==> run_1/congestion.png <==
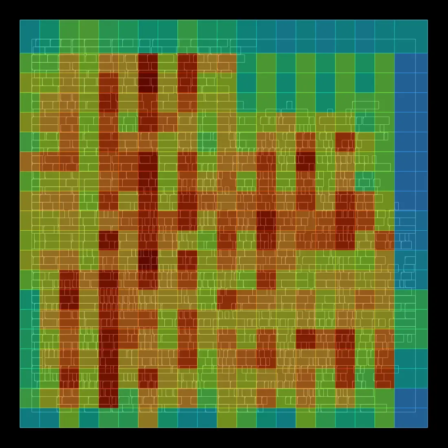
==> run_1/logic_types.png <==
Scale: 2 px per micron.
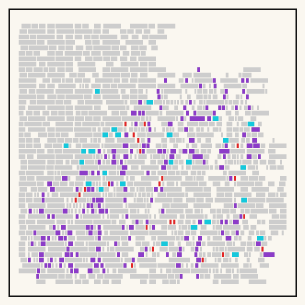
==> run_1/io_fan.png <==
Scale: 3 px per micron.
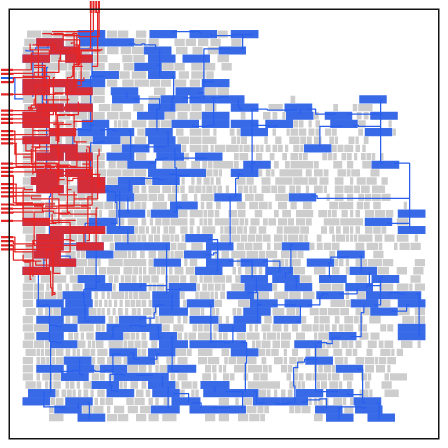
**config.mk**
```make
export PLATFORM = sky130hd
export DESIGN_NAME = iob_uart_master_bridge_flat
export DESIGN_NICKNAME = d
export VERILOG_FILES = /design/src/rtl/iob_uart_master_bridge_if.sv /design/src/rtl/iob_uart_master_bridge.sv /design/src/flat_wrapper.sv
export SDC_FILE = /design/constraint.sdc
export NUM_CORES = 1
export LEC_CHECK = 0
export CORE_MARGIN = 4
export CORE_UTILIZATION = 58
export CTS_BUF_LIST = sky130_fd_sc_hd__clkbuf_4 sky130_fd_sc_hd__clkbuf_8
export CTS_CLUSTER_SIZE = 12
export DETAILED_ROUTE_END_ITERATION = 10
export GPL_TIMING_DRIVEN = 0
export PLACE_DENSITY = 0.91
export SYNTH_ARGS = -nofsm -noshare
export SYNTH_HDL_FRONTEND = slang
export SYNTH_SLANG_ARGS = --single-unit
```
**constraint.sdc**
```tcl
create_clock -name clk -period 3.96 [get_ports clk]
set_input_delay 0.396 -clock clk [delete_from_list [all_inputs] [get_ports clk]]
set_output_delay 0.396 -clock clk [all_outputs]
set_load 0.02 [all_outputs]
```
**src/rtl/iob_uart_master_bridge_if.sv**
```systemverilog
// IOb native bus as seen between the UART bridge (bus master) and the target memory/peripheral.
// The address and data widths are parameters so one definition serves every bridge instance.
interface iob_uart_master_bridge_if #(
   parameter int ADDR_W = 32,
   parameter int DATA_W = 32
);
   logic                  m_valid;
   logic [ADDR_W-1:0]     m_address;
   logic [DATA_W-1:0]     m_wdata;
   logic [DATA_W/8-1:0]   m_wstrb;
   logic [DATA_W-1:0]     m_rdata;
   logic                  m_ready;

   modport master (output m_valid, m_address, m_wdata, m_wstrb, input m_rdata, m_ready);
   modport slave  (input m_valid, m_address, m_wdata, m_wstrb, output m_rdata, m_ready);
endinterface

```
**src/rtl/iob_uart_master_bridge.sv**
```systemverilog
// UART command bridge: receives 8N1 WRITE/READ frames on rxd, runs them as IOb bus transactions,
// and sends the reply (ACK, NAK or the read data) back on txd.
module iob_uart_master_bridge #(
   parameter int DATA_W = 32,
   parameter int ADDR_W = 32
) (
   input  logic                     clk,
   input  logic                     rst,
   input  logic [15:0]              bit_duration,
   input  logic                     rxd,
   output logic                     txd,
   input  logic                     cts,
   output logic                     rts,
   iob_uart_master_bridge_if.master m_bus
);
   localparam int DATA_B = DATA_W / 8;
   localparam int ADDR_B = (ADDR_W + 7) / 8;

   localparam logic [2:0] S_IDLE = 3'd0;
   localparam logic [2:0] S_ADDR = 3'd1;
   localparam logic [2:0] S_DATA = 3'd2;
   localparam logic [2:0] S_BUS  = 3'd3;
   localparam logic [2:0] S_RESP = 3'd4;

   // ---------------- receiver ----------------
   logic        r_rx_s1, r_rx_s2, r_rx_d, r_rx_busy;
   logic [15:0] r_rx_bd, r_rx_cnt;
   logic [3:0]  r_rx_bit;
   logic [7:0]  r_rx_sh;
   logic [15:0] w_rx_tgt;
   logic        w_rx_smp, w_rx_vld, w_rx_ferr;

   // The start bit is checked half a bit after the edge; every later sample is one full bit on.
   assign w_rx_tgt  = (r_rx_bit == 4'd0) ? {1'b0, r_rx_bd[15:1]} : r_rx_bd - 16'd1;
   assign w_rx_smp  = r_rx_busy && (r_rx_cnt == w_rx_tgt);
   assign w_rx_vld  = w_rx_smp && (r_rx_bit == 4'd9) && r_rx_s2;
   assign w_rx_ferr = w_rx_smp && (r_rx_bit == 4'd9) && !r_rx_s2;

   always_ff @(posedge clk or negedge rst) begin
      if (!rst) begin
         r_rx_s1   <= 1'b1;
         r_rx_s2   <= 1'b1;
         r_rx_d    <= 1'b1;
         r_rx_busy <= 1'b0;
         r_rx_bd   <= '0;
         r_rx_cnt  <= '0;
         r_rx_bit  <= '0;
         r_rx_sh   <= '0;
      end else begin
         r_rx_s1 <= rxd;
         r_rx_s2 <= r_rx_s1;
         r_rx_d  <= r_rx_s2;
         if (!r_rx_busy) begin
            if (r_rx_d && !r_rx_s2) begin
               r_rx_busy <= 1'b1;
               r_rx_bd   <= bit_duration;
               r_rx_cnt  <= '0;
               r_rx_bit  <= '0;
            end
         end else if (w_rx_smp) begin
            r_rx_cnt <= '0;
            if (r_rx_bit == 4'd0) begin
               if (r_rx_s2) r_rx_busy <= 1'b0;
               else         r_rx_bit  <= 4'd1;
            end else if (r_rx_bit == 4'd9) begin
               r_rx_busy <= 1'b0;
               r_rx_bit  <= '0;
            end else begin
               r_rx_sh  <= {r_rx_s2, r_rx_sh[7:1]};
               r_rx_bit <= r_rx_bit + 4'd1;
            end
         end else begin
            r_rx_cnt <= r_rx_cnt + 16'd1;
         end
      end
   end

   // ---------------- command FSM / bus master ----------------
   logic [2:0]          r_state;
   logic                r_wr, r_valid, r_rts;
   logic [3:0]          r_bcnt, r_nleft;
   logic [ADDR_B*8-1:0] r_addr;
   logic [DATA_W-1:0]   r_wdata, r_rbuf;
   logic [DATA_B-1:0]   r_wstrb;

   logic        r_txd, r_tx_busy;
   logic [15:0] r_tx_bd, r_tx_cnt;
   logic [3:0]  r_tx_bit;
   logic [8:0]  r_tx_sh;
   logic        w_tx_start, w_tx_done;

   assign w_tx_start = (r_state == S_RESP) && (r_nleft != 4'd0) && !r_tx_busy && cts;
   assign w_tx_done  = r_tx_busy && (r_tx_cnt == r_tx_bd - 16'd1) && (r_tx_bit == 4'd9);

   always_ff @(posedge clk or negedge rst) begin
      if (!rst) begin
         r_state <= S_IDLE;
         r_wr    <= 1'b0;
         r_valid <= 1'b0;
         r_rts   <= 1'b1;
         r_bcnt  <= '0;
         r_nleft <= '0;
         r_addr  <= '0;
         r_wdata <= '0;
         r_rbuf  <= '0;
         r_wstrb <= '0;
      end else begin
         case (r_state)
            S_IDLE: if (w_rx_vld) begin
               r_bcnt <= '0;
               if (r_rx_sh == 8'h01 || r_rx_sh == 8'h02) begin
                  r_wr    <= (r_rx_sh == 8'h01);
                  r_state <= S_ADDR;
               end else begin
                  r_rbuf  <= DATA_W'(8'h15);
                  r_nleft <= 4'd1;
                  r_state <= S_RESP;
               end
            end
            S_ADDR: if (w_rx_ferr) begin
               r_state <= S_IDLE;
            end else if (w_rx_vld) begin
               r_addr <= {r_rx_sh, r_addr[ADDR_B*8-1:8]};
               r_bcnt <= r_bcnt + 4'd1;
               if (r_bcnt == 4'(ADDR_B - 1)) begin
                  r_bcnt <= '0;
                  if (r_wr) begin
                     r_state <= S_DATA;
                  end else begin
                     r_state <= S_BUS;
                     r_valid <= 1'b1;
                     r_wstrb <= '0;
                     r_rts   <= 1'b0;
                  end
               end
            end
            S_DATA: if (w_rx_ferr) begin
               r_state <= S_IDLE;
            end else if (w_rx_vld) begin
               r_wdata <= {r_rx_sh, r_wdata[DATA_W-1:8]};
               r_bcnt  <= r_bcnt + 4'd1;
               if (r_bcnt == 4'(DATA_B - 1)) begin
                  r_bcnt  <= '0;
                  r_state <= S_BUS;
                  r_valid <= 1'b1;
                  r_wstrb <= '1;
                  r_rts   <= 1'b0;
               end
            end
            S_BUS: if (r_valid && m_bus.m_ready) begin
               r_valid <= 1'b0;
               r_rbuf  <= r_wr ? DATA_W'(8'h06) : m_bus.m_rdata;
               r_nleft <= r_wr ? 4'd1 : 4'(DATA_B);
               r_state <= S_RESP;
            end
            S_RESP: begin
               // Reply bytes leave LSB first; IDLE only once the final stop bit is fully out.
               if (w_tx_start) begin
                  r_rbuf  <= r_rbuf >> 8;
                  r_nleft <= r_nleft - 4'd1;
               end
               if (w_tx_done && r_nleft == 4'd0) begin
                  r_state <= S_IDLE;
                  r_rts   <= 1'b1;
               end
            end
            default: r_state <= S_IDLE;
         endcase
      end
   end

   // ---------------- transmitter ----------------
   always_ff @(posedge clk or negedge rst) begin
      if (!rst) begin
         r_txd     <= 1'b1;
         r_tx_busy <= 1'b0;
         r_tx_bd   <= '0;
         r_tx_cnt  <= '0;
         r_tx_bit  <= '0;
         r_tx_sh   <= '1;
      end else if (w_tx_start) begin
         r_tx_busy <= 1'b1;
         r_txd     <= 1'b0;
         r_tx_sh   <= {1'b1, r_rbuf[7:0]};
         r_tx_bd   <= bit_duration;
         r_tx_cnt  <= '0;
         r_tx_bit  <= '0;
      end else if (r_tx_busy) begin
         if (r_tx_cnt == r_tx_bd - 16'd1) begin
            r_tx_cnt <= '0;
            if (r_tx_bit == 4'd9) begin
               r_tx_busy <= 1'b0;
               r_txd     <= 1'b1;
               r_tx_bit  <= '0;
            end else begin
               r_txd    <= r_tx_sh[0];
               r_tx_sh  <= {1'b1, r_tx_sh[8:1]};
               r_tx_bit <= r_tx_bit + 4'd1;
            end
         end else begin
            r_tx_cnt <= r_tx_cnt + 16'd1;
         end
      end
   end

   assign txd              = r_txd;
   assign rts              = r_rts;
   assign m_bus.m_valid    = r_valid;
   assign m_bus.m_address  = r_addr[ADDR_W-1:0];
   assign m_bus.m_wdata    = r_wdata;
   assign m_bus.m_wstrb    = r_wstrb;
endmodule

```
**src/flat_wrapper.sv**
```systemverilog
// flat-port wrapper written by rule: the top's interface ports become plain ports
module iob_uart_master_bridge_flat 
#(
   parameter int DATA_W = 32,
   parameter int ADDR_W = 32
)
  (clk, rst, bit_duration, rxd, txd, cts, rts, m_bus_m_valid, m_bus_m_address, m_bus_m_wdata, m_bus_m_wstrb, m_bus_m_rdata, m_bus_m_ready);
  iob_uart_master_bridge_if #(.ADDR_W(ADDR_W), .DATA_W(DATA_W)) m_bus_i ();
  input  logic clk;
  input  logic rst;
  input  logic [15:0] bit_duration;
  input  logic rxd;
  output logic txd;
  input  logic cts;
  output logic rts;
  output wire logic [$bits(m_bus_i.m_valid)-1:0] m_bus_m_valid;
  output wire logic [$bits(m_bus_i.m_address)-1:0] m_bus_m_address;
  output wire logic [$bits(m_bus_i.m_wdata)-1:0] m_bus_m_wdata;
  output wire logic [$bits(m_bus_i.m_wstrb)-1:0] m_bus_m_wstrb;
  input wire logic [$bits(m_bus_i.m_rdata)-1:0] m_bus_m_rdata;
  input wire logic [$bits(m_bus_i.m_ready)-1:0] m_bus_m_ready;
  assign m_bus_m_valid = m_bus_i.m_valid;
  assign m_bus_m_address = m_bus_i.m_address;
  assign m_bus_m_wdata = m_bus_i.m_wdata;
  assign m_bus_m_wstrb = m_bus_i.m_wstrb;
  assign m_bus_i.m_rdata = m_bus_m_rdata;
  assign m_bus_i.m_ready = m_bus_m_ready;
  iob_uart_master_bridge #(.DATA_W(DATA_W), .ADDR_W(ADDR_W)) u_core (.clk(clk), .rst(rst), .bit_duration(bit_duration), .rxd(rxd), .txd(txd), .cts(cts), .rts(rts), .m_bus(m_bus_i));
endmodule
```
==> GITHUB_STEP_SUMMARY, run 1 <==
## Synthesis and layout report

| Metric | Value |
|---|---|
| Floorplan die width | `143 microns` |
| Placed Cells incl. Taps | `1366` |
| Global-route layer with the greatest usage | `met2` |
| Number of failing setup endpoints in the final timing report | `0` |
| Clock sink count | `205` |
| Highest cell delay on the worst timing path | `0.57 ns` |
| Combinational gate area | `0.00506 sq mm` |
| Sequential fraction of total cell area | `39.5%` |
| Actual slew at the worst max-slew pin | `0.922 ns` |
| Met2 WL post-DR | `13800 microns` |
| GRT Residual Overflow | `0` |
| Number of non-clock inverters in the layout | `22` |
| Status | `completed` |
| Clk network pwr share | `42.3%` |
| Total Power Consumption | `4.98 mW` |
| Met2 layer usage reported by global route | `45.0%` |
| Setup TNS | `0 ns` |
| Xor/xnor share of the synthesized area | `4.83%` |
| Number of vias per cell | `6.18` |
| Most numerous logic cell after layout | `dfrtp_1` |
| Relative max-transition margin | `38.5%` |
| Main power-consuming group | `sequential cells` |
| Final worst path period need | `3.83 ns` |
| Power per cell area | `382 mW/mm^2` |
| Sequential cell count | `205` |
| Placement-stage worst setup slack | `-0.332 ns` |
| Cell count listed in synth_stat.txt | `1017` |
| Number of levels in the clock H-tree | `2` |
| Clkbuf count | `55` |
| Critical hold path startpoint | `rxd` |
| Max_cap viols | `0` |
-- congestion.png (at the start) --
met3 track demand over resource in global routing: 5.83%
final routed wire length divided by cell count: 19.4 microns
total routing usage reported by global routing: 27.2%

-- logic_types.png (at the start) --
- aoi and oai cells: purple (cells 190)
- non-inverting ao/oa cells: cyan (cells 26)
- inv cells: red (cells 22)

-- io_fan.png (at the start) --
- m_bus_m_wdata: red (bits 32; direction output; end cells 32; buffers 32; wire 1460 microns)
- rst: blue (bits 1; direction input; end cells 205; buffers 3; wire 1430 microns)
count of buffers inserted at the top-level ports: 123
number of top-level pins: 124

[run 1: timing repair]
action / CTS / global route
gates cloned: 0 / 0
setup buffers: 3 / 8
pin swaps: 3 / 5
hold buffers: 1 / 0
setup endpoints to repair: 120 / 132
endpoints found under the hold margin: 46 / 0
resized: 7 / 19
[run 1: state kept, by name, summed over array words and instances (netlist names), 3 cells and up]
register	flops
u_core.m_bus.m_address	32
u_core.m_bus.m_wdata	32
u_core.r_rbuf	32
u_core.r_rx_bd	16
u_core.r_rx_cnt	16
u_core.r_tx_bd	16
u_core.r_tx_cnt	16
u_core.r_rx_sh	8
u_core.r_tx_sh	8
u_core.r_bcnt	4
u_core.r_nleft	4
u_core.r_rx_bit	4
u_core.r_tx_bit	4
u_core.r_state	3
==> run 2, diff against run 1 <==
--- a/config.mk
+++ b/config.mk
@@ -5,6 +5,8 @@
 export SDC_FILE = /design/constraint.sdc
 export NUM_CORES = 1
 export LEC_CHECK = 0
+export CAP_MARGIN = 25
+export CORE_ASPECT_RATIO = 1.1
 export CORE_MARGIN = 4
 export CORE_UTILIZATION = 58
 export CTS_BUF_LIST = sky130_fd_sc_hd__clkbuf_4 sky130_fd_sc_hd__clkbuf_8
==> GITHUB_STEP_SUMMARY, run 2 <==
## Synthesis and layout report

| Metric | Value |
|---|---|
| Sw Pwr | `1.30 mW` |
| Floorplan die width | `136 microns (-4.4%)` |
| Main power-consuming group | `sequential cells` |
| TritonCTS clock tree | `done` |
| Number of failing setup endpoints in the final timing report | `0 (unchanged)` |
| Power attributed to sequential cells | `2.28 mW` |
| Internal Pwr Total | `3.60 mW` |
| Number of levels in the clock H-tree | `2 (unchanged)` |
| Placed Cells incl. Taps | `1379 (+0.95%)` |
| Count of buffers inserted at the top-level ports | `123 (unchanged)` |
| Most numerous logic cell after layout | `dfrtp_1` |
| Status | `completed` |
| Xor/xnor share of the synthesized area | `4.83% (unchanged)` |
| Setup TNS | `0 ns (unchanged)` |
| Actual slew at the worst max-slew pin | `0.714 ns (-0.209 ns)` |
| Clk ins delay skew pair | `0.52 ns` |
| Cell count listed in synth_stat.txt | `1017 (unchanged)` |
| Total leakage power | `5.65 nW` |
| Combinational share of cell area | `39.0%` |
| GRT Residual Overflow | `0 (unchanged)` |
| Power per cell area | `376 mW/mm^2 (-1.6%)` |
| Clock sink count | `205 (unchanged)` |
| Placement-stage worst setup slack | `-0.305 ns (+0.0276 ns)` |
| Max_cap viols | `0 (unchanged)` |
| Number of vias per cell | `6.01 (-2.6%)` |
| Relative max-transition margin | `52.4% (+14 points)` |
| Total of flip-flops plus latches after synthesis | `205` |
| Data required time of the critical path | `4.36 ns` |
| Critical hold path startpoint | `rxd` |
| Total Power Consumption | `4.90 mW (-1.5%)` |
| Simple-gate share of the synthesized area | `16.7%` |
| Combinational gate area | `0.00508 sq mm (+0.42%)` |
| Sequential fraction of total cell area | `39.5% (-0.057 points)` |
| Final worst path period need | `3.87 ns (+0.0334 ns)` |
| Clkbuf count | `54 (-1.8%)` |
| Number of non-clock inverters in the layout | `22 (unchanged)` |
| Sequential cell count | `205 (unchanged)` |
| Worst reg-to-reg path cell count | `12` |
| Highest cell delay on the worst timing path | `0.58 ns (about the same)` |
| Number of top-level pins | `124 (unchanged)` |
| Setup slack after layout | `0.0920 ns` |
| Number of enable-type register cells in the synthesized netlist | `0` |
| Clk network pwr share | `41.1% (-1.2 points)` |
## run 2: cell counts after synthesis
Identical to the previous run, type by type.
## run 2: metal layers
metal	up-vias	global-route usage [%]	wire, microns
li1	4013	-	-
met1	4295	35.4	11200
met2	356	45.7	13800
met3	53	5.90	1770
met4	0	8.22	569
met5	-	0	0
## run 2: what timing repair did
action	CTS	global route
setup buffers	4	8
cloned	0	2
pin swaps	4	4
endpoints found under the hold margin	82	0
resized	8	20
hold buffers	1	0
endpoints found under the setup margin	117	136
## run 2: worst max-delay path: cells and delay by family, from the launching register on
kind	cells	cell delay [ns]
muxes	1	0.36
AOI/OAI and AO/OA	2	0.55
and+or+nand+nor	6	1.97
DFF	1	0.36
buffers and inverters	3	0.53
==> run_2/congestion.png <==
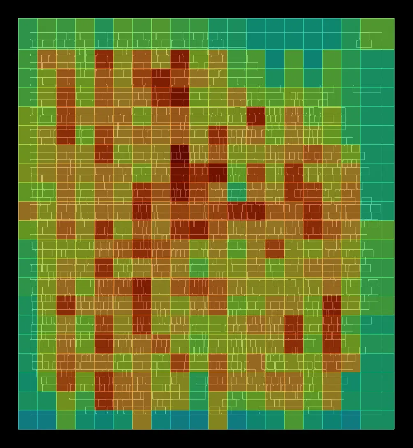
total routing usage reported by global routing: 27.2%
final routed wire length divided by cell count: 18.9 microns
grt met1 use: 35.4%
Core Util, Final: 73.5%
global-route layer with the greatest usage: met2

==> run_2/io_fan.png <==
Scale: 3 px per micron.
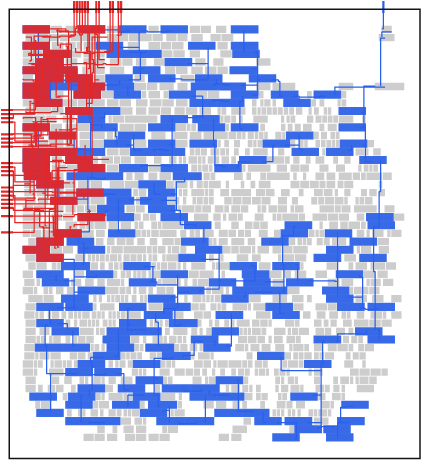
- m_bus_m_wdata: red (bits 32; direction output; end cells 32; buffers 32; wire 1420 microns)
- rst: blue (bits 1; direction input; end cells 205; buffers 3; wire 1340 microns)

==> run_2/metal_density.png <==
Scale: 2 px per micron. The die is cut into 27 by 30 equal tiles; white is low, dark blue is high, scaled to the fullest tile. Values are wire area over tile area, all layers added.
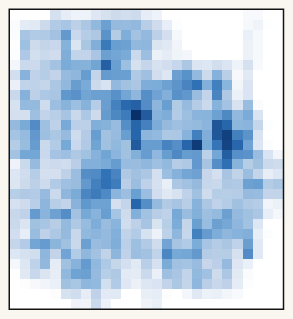
- densest ninth of the die: centre
- nearly empty tiles: 15%
- fullest tile: 0.71
- tiles over half the peak: 17%
Total Wirelength: 27400 microns
vias post-DR: 8717

Power is estimated from default activity; no workload was simulated.
